run_1/closeup.png
Region (21, 21) to (46, 46) µm. Cells in gray, sequential cells in the stronger gray; small squares are vias.
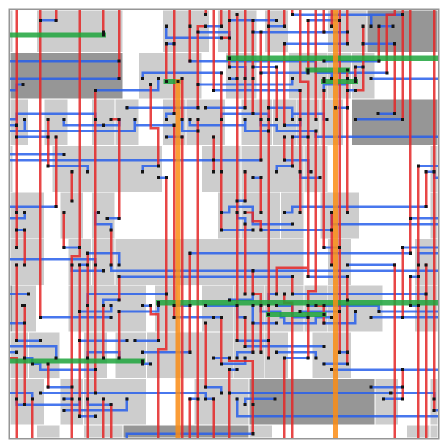
run_1/clock_wires.png
Drawn at 8 px/µm.
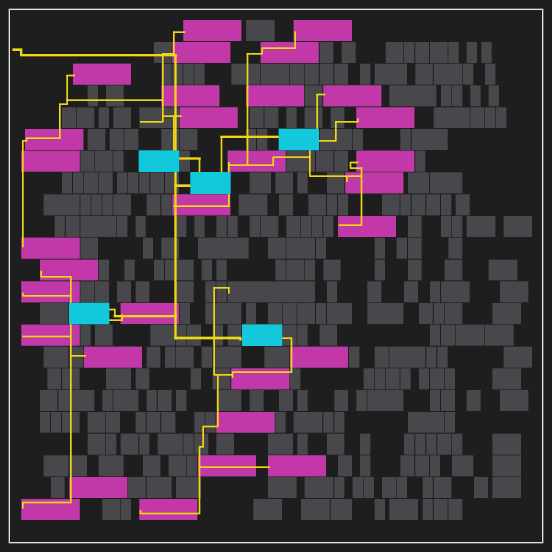
run_1/class_map.png
Drawn at 6 px/µm. Fill, decap, tap and diode cells in gray.
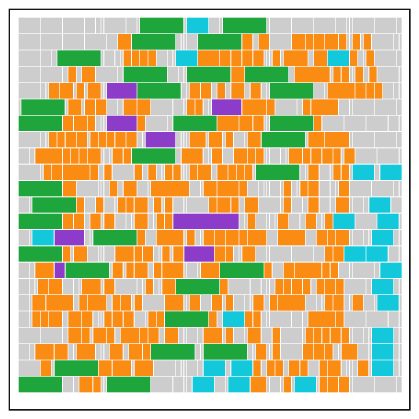
File: config.mk
export PLATFORM = sky130hd
export DESIGN_NAME = elevator_floor_ctrl
export DESIGN_NICKNAME = d
export VERILOG_FILES = /design/src/rtl/elevator_floor_ctrl.sv
export SDC_FILE = /design/constraint.sdc
export NUM_CORES = 1
export LEC_CHECK = 0
export ABC_AREA = 1
export CORE_MARGIN = 1
export CORE_UTILIZATION = 52
export CTS_BUF_LIST = sky130_fd_sc_hd__clkbuf_8 sky130_fd_sc_hd__clkbuf_16
export DETAILED_ROUTE_END_ITERATION = 8
export PLACE_DENSITY = 0.75
export SLEW_MARGIN = 25
export SYNTH_ARGS = -nofsm -noshare
export SYNTH_HDL_FRONTEND = slang
export SYNTH_SLANG_ARGS = --single-unit
File: constraint.sdc
create_clock -name clk -period 6.5 [get_ports clk]
set_input_delay 1.3 -clock clk [delete_from_list [all_inputs] [get_ports clk]]
set_output_delay 1.3 -clock clk [all_outputs]
set_load 0.02 [all_outputs]
File: src/rtl/elevator_floor_ctrl.sv
// elevator_floor_ctrl
//   Single-car elevator controller. Latches floor calls, moves the car one floor
//   per MOVE_CYCLES using a SCAN policy (keep heading while calls remain ahead,
//   reverse only when idle), holds the door open for DOOR_CYCLES and drives the
//   4-bit binary floor code read by the 7-segment decoder.
//
//   Optional feature macro: ELEV_ESTOP_EN
//     defined   -> adds the level input 'estop'. While it is high the state,
//                  floor, heading and both timers freeze, the movement outputs
//                  read 0, door_open keeps its value and calls are still
//                  latched. Reset overrides estop.
//     undefined -> no estop port and no freeze logic.
module elevator_floor_ctrl #(
    parameter int NUM_FLOORS  = 8,
    parameter int MOVE_CYCLES = 50,
    parameter int DOOR_CYCLES = 100
) (
    input  logic                  clk,
    input  logic                  reset,
`ifdef ELEV_ESTOP_EN
    input  logic                  estop,
`endif
    input  logic [NUM_FLOORS-1:0] req,
    output logic [3:0]            floor,
    output logic                  moving_up,
    output logic                  moving_down,
    output logic                  door_open,
    output logic [NUM_FLOORS-1:0] pending
);

    // Counter widths; a one-cycle period still needs a 1-bit register.
    localparam int MOVE_W = (MOVE_CYCLES > 1) ? $clog2(MOVE_CYCLES) : 1;
    localparam int DOOR_W = (DOOR_CYCLES > 1) ? $clog2(DOOR_CYCLES) : 1;

    localparam logic [MOVE_W-1:0] MOVE_LAST = MOVE_W'(MOVE_CYCLES - 1);
    localparam logic [DOOR_W-1:0] DOOR_LAST = DOOR_W'(DOOR_CYCLES - 1);
    localparam logic [3:0]        TOP_FLOOR = 4'(NUM_FLOORS - 1);

    // Controller states
    localparam logic [1:0] ST_IDLE   = 2'd0;
    localparam logic [1:0] ST_MOVING = 2'd1;
    localparam logic [1:0] ST_DOOR   = 2'd2;

    // Heading encoding
    localparam logic DIR_UP   = 1'b1;
    localparam logic DIR_DOWN = 1'b0;

    // Architectural state
    logic [1:0]            r_state;
    logic                  r_dir;
    logic [3:0]            r_floor;
    logic [MOVE_W-1:0]     r_move_cnt;
    logic [DOOR_W-1:0]     r_door_cnt;
    logic [NUM_FLOORS-1:0] r_pending;

    // Registered status outputs
    logic                  r_moving_up;
    logic                  r_moving_down;
    logic                  r_door_open;

    // Derived views of the current position and call set
    logic                  w_freeze;
    logic [3:0]            w_floor_step;
    logic                  w_at_limit;
    logic                  w_call_above;
    logic                  w_call_below;
    logic                  w_call_ahead;
    logic                  w_call_behind;
    logic                  w_req_here;
    logic                  w_pend_at_step;
    logic [NUM_FLOORS-1:0] w_here_onehot;
    logic [NUM_FLOORS-1:0] w_step_onehot;
    logic                  w_block_here;

    // Next-state values
    logic [1:0]            w_state_nxt;
    logic                  w_dir_nxt;
    logic [3:0]            w_floor_nxt;
    logic [MOVE_W-1:0]     w_move_cnt_nxt;
    logic [DOOR_W-1:0]     w_door_cnt_nxt;
    logic [NUM_FLOORS-1:0] w_clr_mask;
    logic [NUM_FLOORS-1:0] w_latch_mask;
    logic [NUM_FLOORS-1:0] w_pending_nxt;

`ifdef ELEV_ESTOP_EN
    assign w_freeze = estop;
`else
    assign w_freeze = 1'b0;
`endif

    // Floor the car reaches at the end of the current move, and whether the
    // car already sits at the end of the shaft in its heading.
    assign w_floor_step = (r_dir == DIR_UP) ? (r_floor + 4'd1) : (r_floor - 4'd1);
    assign w_at_limit   = (r_dir == DIR_UP) ? (r_floor == TOP_FLOOR) : (r_floor == 4'd0);

    // Scan the latched calls relative to the car and pick out the bits at the
    // current floor and at the floor the car is heading to.
    always_comb begin
        w_call_above   = 1'b0;
        w_call_below   = 1'b0;
        w_req_here     = 1'b0;
        w_pend_at_step = 1'b0;
        w_here_onehot  = '0;
        w_step_onehot  = '0;
        for (int i = 0; i < NUM_FLOORS; i++) begin
            if (i > int'(r_floor)) begin
                w_call_above = w_call_above | r_pending[i];
            end
            if (i < int'(r_floor)) begin
                w_call_below = w_call_below | r_pending[i];
            end
            if (i == int'(r_floor)) begin
                w_req_here       = req[i];
                w_here_onehot[i] = 1'b1;
            end
            if (i == int'(w_floor_step)) begin
                w_pend_at_step   = r_pending[i];
                w_step_onehot[i] = 1'b1;
            end
        end
    end

    assign w_call_ahead  = (r_dir == DIR_UP) ? w_call_above : w_call_below;
    assign w_call_behind = (r_dir == DIR_UP) ? w_call_below : w_call_above;

    // SCAN state machine: decide the next state, heading, floor and timers.
    always_comb begin
        w_state_nxt    = r_state;
        w_dir_nxt      = r_dir;
        w_floor_nxt    = r_floor;
        w_move_cnt_nxt = r_move_cnt;
        w_door_cnt_nxt = r_door_cnt;
        w_clr_mask     = '0;
        if (!w_freeze) begin
            case (r_state)
                ST_IDLE: begin
                    if (w_req_here) begin
                        // Call at the floor the car is parked on: just open.
                        w_state_nxt    = ST_DOOR;
                        w_door_cnt_nxt = '0;
                    end else if (w_call_ahead) begin
                        w_state_nxt    = ST_MOVING;
                        w_move_cnt_nxt = '0;
                    end else if (w_call_behind) begin
                        // Nothing left ahead: the only place the heading flips.
                        w_dir_nxt      = ~r_dir;
                        w_state_nxt    = ST_MOVING;
                        w_move_cnt_nxt = '0;
                    end
                end
                ST_MOVING: begin
                    if (r_move_cnt == MOVE_LAST) begin
                        w_move_cnt_nxt = '0;
                        if (w_at_limit) begin
                            // Unreachable while a call is always ahead; parks the
                            // car instead of stepping off the shaft.
                            w_state_nxt = ST_IDLE;
                        end else begin
                            w_floor_nxt = w_floor_step;
                            if (w_pend_at_step) begin
                                w_clr_mask     = w_step_onehot;
                                w_state_nxt    = ST_DOOR;
                                w_door_cnt_nxt = '0;
                            end
                        end
                    end else begin
                        w_move_cnt_nxt = r_move_cnt + MOVE_W'(1);
                    end
                end
                ST_DOOR: begin
                    if (w_req_here) begin
                        // Door hold: a fresh call here restarts the dwell.
                        w_door_cnt_nxt = '0;
                    end else if (r_door_cnt == DOOR_LAST) begin
                        w_door_cnt_nxt = '0;
                        w_state_nxt    = ST_IDLE;
                    end else begin
                        w_door_cnt_nxt = r_door_cnt + DOOR_W'(1);
                    end
                end
                default: begin
                    w_state_nxt    = ST_IDLE;
                    w_move_cnt_nxt = '0;
                    w_door_cnt_nxt = '0;
                end
            endcase
        end
    end

    // A call for the floor the car stands at with the door usable is answered
    // directly and never enters the pending set; a serviced bit always clears.
    assign w_block_here  = (r_state == ST_IDLE) || (r_state == ST_DOOR);
    assign w_latch_mask  = w_block_here ? ~w_here_onehot : {NUM_FLOORS{1'b1}};
    assign w_pending_nxt = (r_pending | (req & w_latch_mask)) & ~w_clr_mask;

    // State, call and status registers with synchronous reset.
    always_ff @(posedge clk) begin
        if (reset) begin
            r_state       <= ST_IDLE;
            r_dir         <= DIR_UP;
            r_floor       <= 4'd0;
            r_move_cnt    <= '0;
            r_door_cnt    <= '0;
            r_pending     <= '0;
            r_moving_up   <= 1'b0;
            r_moving_down <= 1'b0;
            r_door_open   <= 1'b0;
        end else begin
            r_state       <= w_state_nxt;
            r_dir         <= w_dir_nxt;
            r_floor       <= w_floor_nxt;
            r_move_cnt    <= w_move_cnt_nxt;
            r_door_cnt    <= w_door_cnt_nxt;
            r_pending     <= w_pending_nxt;
            r_moving_up   <= (w_state_nxt == ST_MOVING) && (w_dir_nxt == DIR_UP) && !w_freeze;
            r_moving_down <= (w_state_nxt == ST_MOVING) && (w_dir_nxt == DIR_DOWN) && !w_freeze;
            r_door_open   <= (w_state_nxt == ST_DOOR);
        end
    end

    assign floor       = r_floor;
    assign moving_up   = r_moving_up;
    assign moving_down = r_moving_down;
    assign door_open   = r_door_open;
    assign pending     = r_pending;

endmodule

==> impl_metrics.env, run 1 <==
# physical design summary
export IMPL_path_cells="clkdlybuf4s50_1"
export IMPL_status="finished, final reports clean"
export IMPL_top_cells_by_count="nand2_1 (56), inv_1 (39), dfxtp_1 (31), nand3_1 (23), nor2_1 (23)"
export IMPL_r2r_cells=14
export IMPL_dpl_instance_area_um2=2430
export IMPL_holdWs_ps=470
export IMPL_yosys_area_um2=2160
export IMPL_final_comb_area_um2=1330
export IMPL_vias=2198
export IMPL_logic_gate_count=233
export IMPL_drive_gt1_frac=0.186
export IMPL_cts_setup_buffers=0
export IMPL_synth_warnings=0
export IMPL_viasPerCell=5.58
export IMPL_cp_data_arrival_time_ps=1620
export IMPL_clockBufferDepth=2
export IMPL_async_flop_share=0
export IMPL_met3WireLength_um=222
export IMPL_root_buffer="clkbuf_8"
export IMPL_wl_um=5480
export IMPL_sh_comb_area=0.521
About closeup.png:
- M2: red
- M3: green
- M4: orange
- M1: blue
- sequential cells in the window: 4
- netlist names of flops here include: `pending` (3), `r_move_cnt` (1)
- most frequent: nand2_1 (14), nor2_1 (6)
- cells with their middle in the window: 62

About clock_wires.png:
- flip-flops: magenta (count 31)
- clock-net drivers: cyan (count 5)
- clock wires: yellow (length 393 µm)
- routed clock nets: 6
clk_lat worst skew: 280 ps
Power Clock: 0.196 mW
Setup Skew: 6.74 ps

About class_map.png:
- remaining buffers and delay cells: cyan (cells 24)
- remaining logic cells: orange (cells 281)
- registers: green (cells 31)
- clock drivers and dummy loads: purple (cells 8)
core footprint: 4000 µm²
post-route cell area: 2550 µm²
row count: 23

[run 1: worst max path at each step]
stage / cells past startpoint / slack [ps] / start / end
after floorplan: 13 / 4120 / req[0] / r_door_cnt[1]
after global placement: 4 / 3440 / reset / r_dir
after detailed placement: 4 / 3400 / reset / r_dir
after CTS: 1 / 3590 / floor[0] / floor[0]
after global routing: 14 / 3440 / floor[0] / door_open
final: 1 / 3580 / floor[0] / floor[0]
[run 1: power breakdown]
| part | internal [mW] | switching [mW] |
|---|---|---|
| sequential | 0.200 | 0.0120 |
| clock | 0.124 | 0.0723 |
| combinational | 0.0399 | 0.0678 |
[run 1: kinds of logic (layout without fill, tap and decap cells)]
logic type / Yosys count / in the layout / share of synthesized area
compound gates: 58 / 58 / 0.164
xor+xnor: 3 / 3 / 0.0156
fa+ha+maj: 8 / 8 / 0.0463
buf+inv: 54 / 80 / 0.0989
flops: 31 / 31 / 0.287
simple gates: 164 / 164 / 0.389
[run 1: sequential cells by signal, indices dropped and copies added, names as in the netlist]
name,flops
r_door_cnt,7
pending,8
moving_down,1
door_open,1
r_dir,1
r_move_cnt,6
r_state,2
floor,4
moving_up,1
[run 1: cells in the final DEF (no fill, tap or decap), types with 2 or more instances in the layout]
master and count:
nor3_2 2, ha_1 8, o21ai_0 17, o21ai_1 3, or2_2 5, o211ai_1 3
nand4_1 14, nand3_1 23, nand2_4 2, nor2_2 3, a21oi_2 7, nor3_1 8
clkdlybuf4s50_1 24, nor2_1 23, a221oi_1 2, a31oi_1 3, xor2_1 2, nand2_2 19
inv_1 39, a21oi_1 18, nor4_1 2, dfxtp_1 31, clkbuf_8 6, nand3_2 3
nand2_1 56, inv_2 9
run_1/clock_nets.png
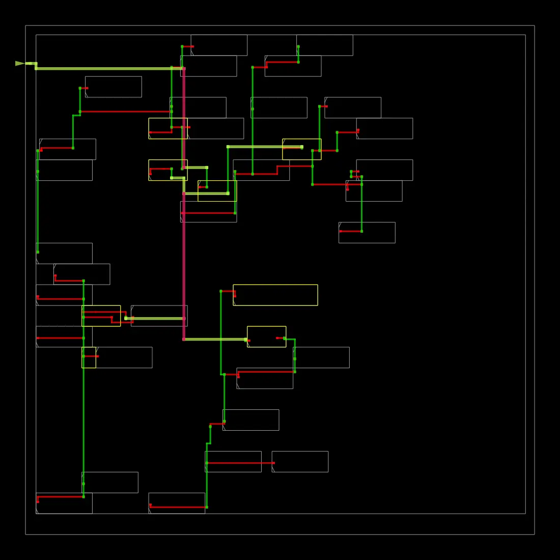

==> run 1 -> run 2 <==
clock period = 2.7 ns   (was 6.5 ns; I/O delays follow)
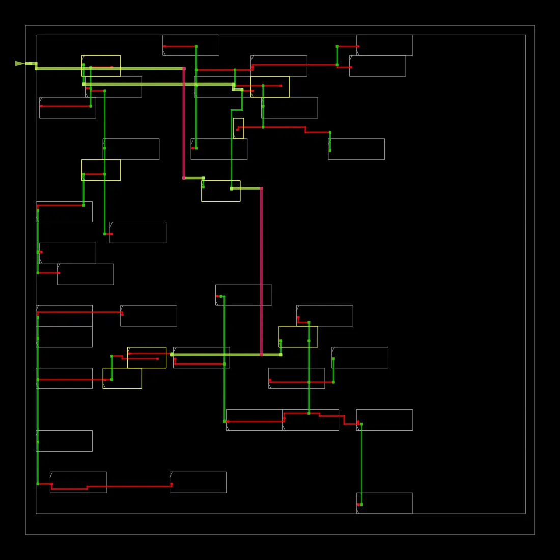
run_2/clock_nets.png
Power Clock: 0.396 mW
CLK BUF: 7
Setup Skew: 4.90 ps

==> run 2 against run 1 <==
- via count fell by 1.5%
- die size unchanged
- combinational power increased by 140%
- synthesized cell count unchanged
- wire length grew 1.7%
- register-to-register slack got worse by 3400 ps
- final cell count increased by 1.8%
- final area rose by 1.4%
- critical path depth is 13 higher
- sequential share of layout area fell by 0.33 points
- total power up 130%
- largest power group unchanged
==> impl_metrics.env, run 2 <==
# physical design summary
export IMPL_status="finished, final reports clean"
export IMPL_min_path_cells=2
export IMPL_layout_cells_most_common="nand2_1"
export IMPL_place_ws_ps=258
export IMPL_core_um2=4000
export IMPL_cts_setup_buffers=0
export IMPL_max_vdd_ir_drop_mv=0.394
export IMPL_yosys_area_um2=2160
export IMPL_wire_per_inst_um=13.9
export IMPL_cp_data_arrival_time_ps=2630
export IMPL_grt_pass1_vias=2030
export IMPL_timing_final_ws_setup_ps=235
export IMPL_lay_top_cells="nand2_1 (56), inv_1 (40), dfxtp_1 (31)"
export IMPL_viasPerCell=5.40
export IMPL_max_cap_violations=0
export IMPL_crit_start="floor[0]"
export IMPL_holdBufCountCts=0
export IMPL_met2_usage=0.499
export IMPL_clk_latency_ps=280
export IMPL_p_per_area_nw_per_um2=453
export IMPL_async_flop_share=0
export IMPL_cp_max_fo=10
export IMPL_vias=2164
export IMPL_root_buffer="clkbuf_8"
export IMPL_drive_gt1_frac=0.199
export IMPL_path_cells="inv_2, ha_1, xnor2_2, inv_1, nor3_2, nand2_1, nand2_1, nand3_2, nand2_2, nand2_2, nand2_2, nand2_1, nand2_1, a21oi_1"
export IMPL_synth_warnings=0
export IMPL_top_cells_by_count="nand2_1 (56), inv_1 (39), dfxtp_1 (31), nand3_1 (23), nor2_1 (23)"
export IMPL_gp_congestion=0.918
export IMPL_wl_met1_um=2470
export IMPL_syn_area_per_cell_um2=6.80
export IMPL_regToRegSetupSlack_ps=240
export IMPL_path_class="register to register"
export IMPL_r2r_cells=14
export IMPL_fp_utilization=0.541
export IMPL_largest_register_ffs=8
export IMPL_met3WireLength_um=208
export IMPL_critPathBufInv=2
export IMPL_crit_family="simple AND/OR/NAND/NOR gates"
export IMPL_wl_um=5570
export IMPL_holdWs_ps=467
export IMPL_hold_class="register to register"
export IMPL_fp_row_count=23
export IMPL_met1_usage=0.342
export IMPL_die_h_um=66.5
export IMPL_clockBufferDepth=2
==> run 2: cell count changes in the layout (fill, tap and decap cells not counted) <==
cell       before  now
inv_1          39   40
clkinv_2        1    0
clkbuf_8        6    7
bufinv_16       1    0
buf_4           0    7
==> run 2: worst max path at each step <==
stage,cells past startpoint,endpoint,slack (ps)
2_1_floorplan,14,door_open,330
3_5_place_dp,14,door_open,260
5_1_grt,14,r_state[1],20
4_1_cts,14,door_open,230
3_3_place_gp,14,door_open,250
6_report,14,door_open,240
==> run 2: final cells by class <==
| cell class | count | area, µm² |
|---|---|---|
| Fill cell | 392 | 1420 |
| Multi-Input combinational cell | 233 | 1330 |
| Sequential cell | 31 | 621 |
| Timing Repair Buffer | 31 | 293 |
| Inverter | 48 | 180 |
| Clock buffer | 7 | 96.3 |
| Tap cell | 50 | 62.6 |
| Clock inverter | 1 | 3.75 |
==> run 2: cell families (layout without fill, tap and decap cells) <==
family | count (synthesis) | in the layout | synth area share
AND-OR/OR-AND | 58 | 58 | 0.164
XOR/XNOR | 3 | 3 | 0.0156
adder cells (fa/ha/maj) | 8 | 8 | 0.0463
buffers and inverters | 54 | 87 | 0.0989
flip-flops | 31 | 31 | 0.287
AND/OR/NAND/NOR | 164 | 164 | 0.389
==> run 2: report_power, final <==
group / internal, mW / switching, mW
combinational: 0.101 / 0.162
sequential: 0.481 / 0.0299
clock: 0.229 / 0.168
total: 0.810 / 0.360
==> run 2: per-stage QoR <==
step	cell area, µm²	utilization
6_report	2580	0.646
2_1_floorplan	2160	-
3_3_place_gp	2480	0.621
3_5_place_dp	2480	0.621
4_1_cts	2580	0.646
5_1_grt	2580	0.646
Power and IR drop assume default switching activity.
